### Layout detail

Bar = 20 um. Region (19, 20) to (69, 70) um. Cells in grey, sequential cells in the stronger grey; small squares are vias.
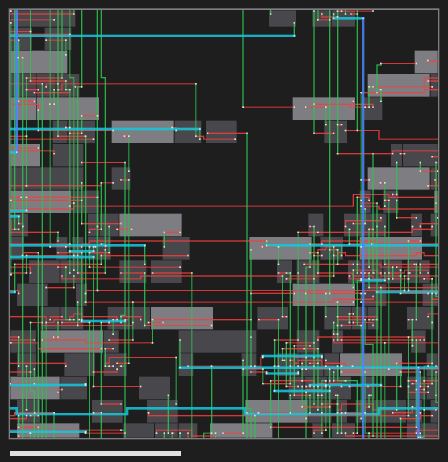
### Cell classes on the final placement

Fill, decap, tap and diode cells in grey.
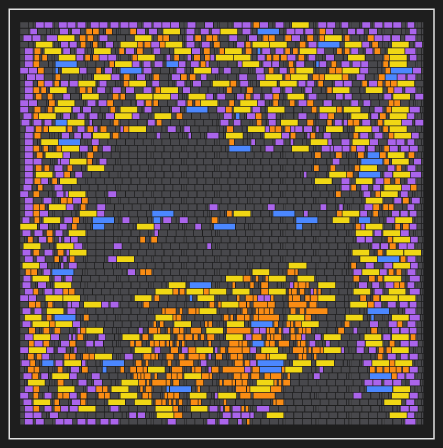
Design ray_dispatch, sky130hd; sources not shown.
==> run notes <==
impl run done, here's what came out: outcome finished, violations left, failing checks setup timing, # setup viols final 2, DR WL met2 16.61 mm, Crit path max-delay family simple AND/OR/NAND/NOR gates, die footprint 0.03168 mm2, GRT met3 Usage 0.06643, LEAKAGE 5.980 nW, Layout area overhead 75.46%, Worst path slowest cell dfxtp_1, critical path class register to primary output, ant diodes 3, DRC violation total after the first TritonRoute iteration 352, Post-CTS Resized 202, Seq share, synth 0.5403, Synth top cell by count dfxtp_1, die height 179 um, wire per inst 20.41 um, CP Capture Type primary output, sw frac 0.2899, final tally of max-slew violations 0, worst hold margin 0.4327 ns, GR peak layer met2, placed insts 1,611, initial antenna violation count 4, post-DP HPWL 26.43 mm, fin nets 1,562, Total Power 10.68 mW, DRT Wirelength 34.19 mm, most numerous logic cells after layout 284 x clkdlybuf4s50_1, 208 x dfxtp_1, 151 x dlygate4sd2_1, DRC 0, EDFF count, synth 0, Placer Congestion 0.8386, OpenROAD warning count 34, setup tns final -0.1323 ns, Synth flops 213, vias in the first global route 7,647, Dominant comb cell simple AND/OR/NAND/NOR gates, max_slew headroom 0.2938, PwrDens 771.2 mW/mm2, wire length on met1 13.14 mm, Fillers 2,742, Post-Synthesis Cells 775, commonest cells in the netlist 213 x dfxtp_1, 128 x a22oi_1, 128 x nor2b_1, Min-Delay Path Depth 1, crit path buf inv count 1, clock share of power 0.398, yosys adder share 0.01585, crit-path cells and4bb_4 -> and4_4 -> and2_4 -> buf_8, post-place setup slack -1.126 ns, logic share of the area 0.2485, met1 Use GR 0.2251, distinct lib cells 50, clock skew 0.009816 ns, fraction of layout cells with a size suffix above 1 0.09627, routed vias/inst 4.655, final-report hold violation count 0, Top Consumer the clock network, Switch Pwr 3.096 mW, P_comb 2.32 mW, Sequential Area 0.004273 mm2, drt first pass iters 5, max layer used met5, GRT met2 Usage 0.3423, Reg2Reg Depth 9, ranking of synthesized cells by area dfxtp_1 54%, a22oi_1 12%, nor2b_1 10%, and3_1 2.4%, clkbuf_1 1.8%, Simple Share, Synth 0.2191, GRT Total Usage 0.1955, aoi share 0.1647, register share of total power 0.385, first-pass GRT wire length 47.03 mm, deepest clock path buffer count 3, Signal inverters 12, synthesized cell area 0.007893 mm2, Yosys Chip Area 0.007893 mm2, measured slew at the worst slew-check pin 1.050 ns, Startpoint Class register, # Cells Yosys 775, cell type taking the most area buffers, Clock buf/inv share 0.06099, CP Depth 4, RSZ-0062 raised after global routing true, Post-synth top flop dfxtp_1, Max H-tree Level 1, TritonCTS clock tree built, Critical Path RT 1.65 ns, Synth Area in XOR/XNOR 0.02108, Final Cycle Share 1.058, syn_nets 1,067, floorplan core density 0.2772, Hold Path Class register to register, Max Cap Viol 0, Critical Path AT 1.78 ns, worst ir drop on vdd 0.4324 mV, clk_lat worst skew 0.52 ns, Post-CTS Setup Repair Bufs 12, number of CTS-inserted buffers 25, async set-reset flop share out of synthesis 0, layout buffer count excluding clock buffers 524, Vias 7,797, placed cell areas 0.01290 mm2, clk sinks 213, clkbuf count 39, Layout Cells excl Fill 1,675, Root Driver clkbuf_16, Tap Count 384, MI comb area 0.003441 mm2, met3 wire len 3.277 mm, Die Wd 177 um, flop count 213, Gate power share 0.217, mux share 0.003805, share of the synthesized area in the top cell type 0.5403, Port Buf Inserts 452, critical path peak fanout 6, slowest stage delay, CP 0.37 ns, P_clk 4.25 mW, Internal 7.584 mW, Tmin final 2.329 ns, syn avg cell area 10.18 um2, seq pwr 4.11 mW, signal buffers share of area 0.3433, largest net degree at the start of global routing 13, fmax 429.4 MHz, reg2reg setup slack 0.12 ns, post-route antenna net violation count 0, Worst-path clk slew 0.06 ns, Combinational Gates 494, Hold-fix buffers, CTS 0, Final Worst Setup Slack -0.1287 ns
About 'Layout detail':
M4: shown in blue. M3: shown in cyan. M1: shown in red. M2: shown in green.
Most frequent: dfxtp_1 (18), clkdlybuf4s50_1 (12). Sequential cells in the window: 18. 114 logic cells have their middle in the window.

About 'Cell classes on the final placement':
remaining buffers and delay cells: shown in purple, cells 524. registers: shown in yellow, cells 213. clock drivers and dummy loads: shown in blue, cells 45. remaining logic cells: shown in orange, cells 506.
CORE AREA: 0.02847 mm2
# rows: 62
Seq area share: 0.3085
Final Instance Area: 0.01385 mm2
Core Util, Final: 0.4864

Power is estimated from default activity; no workload was simulated.
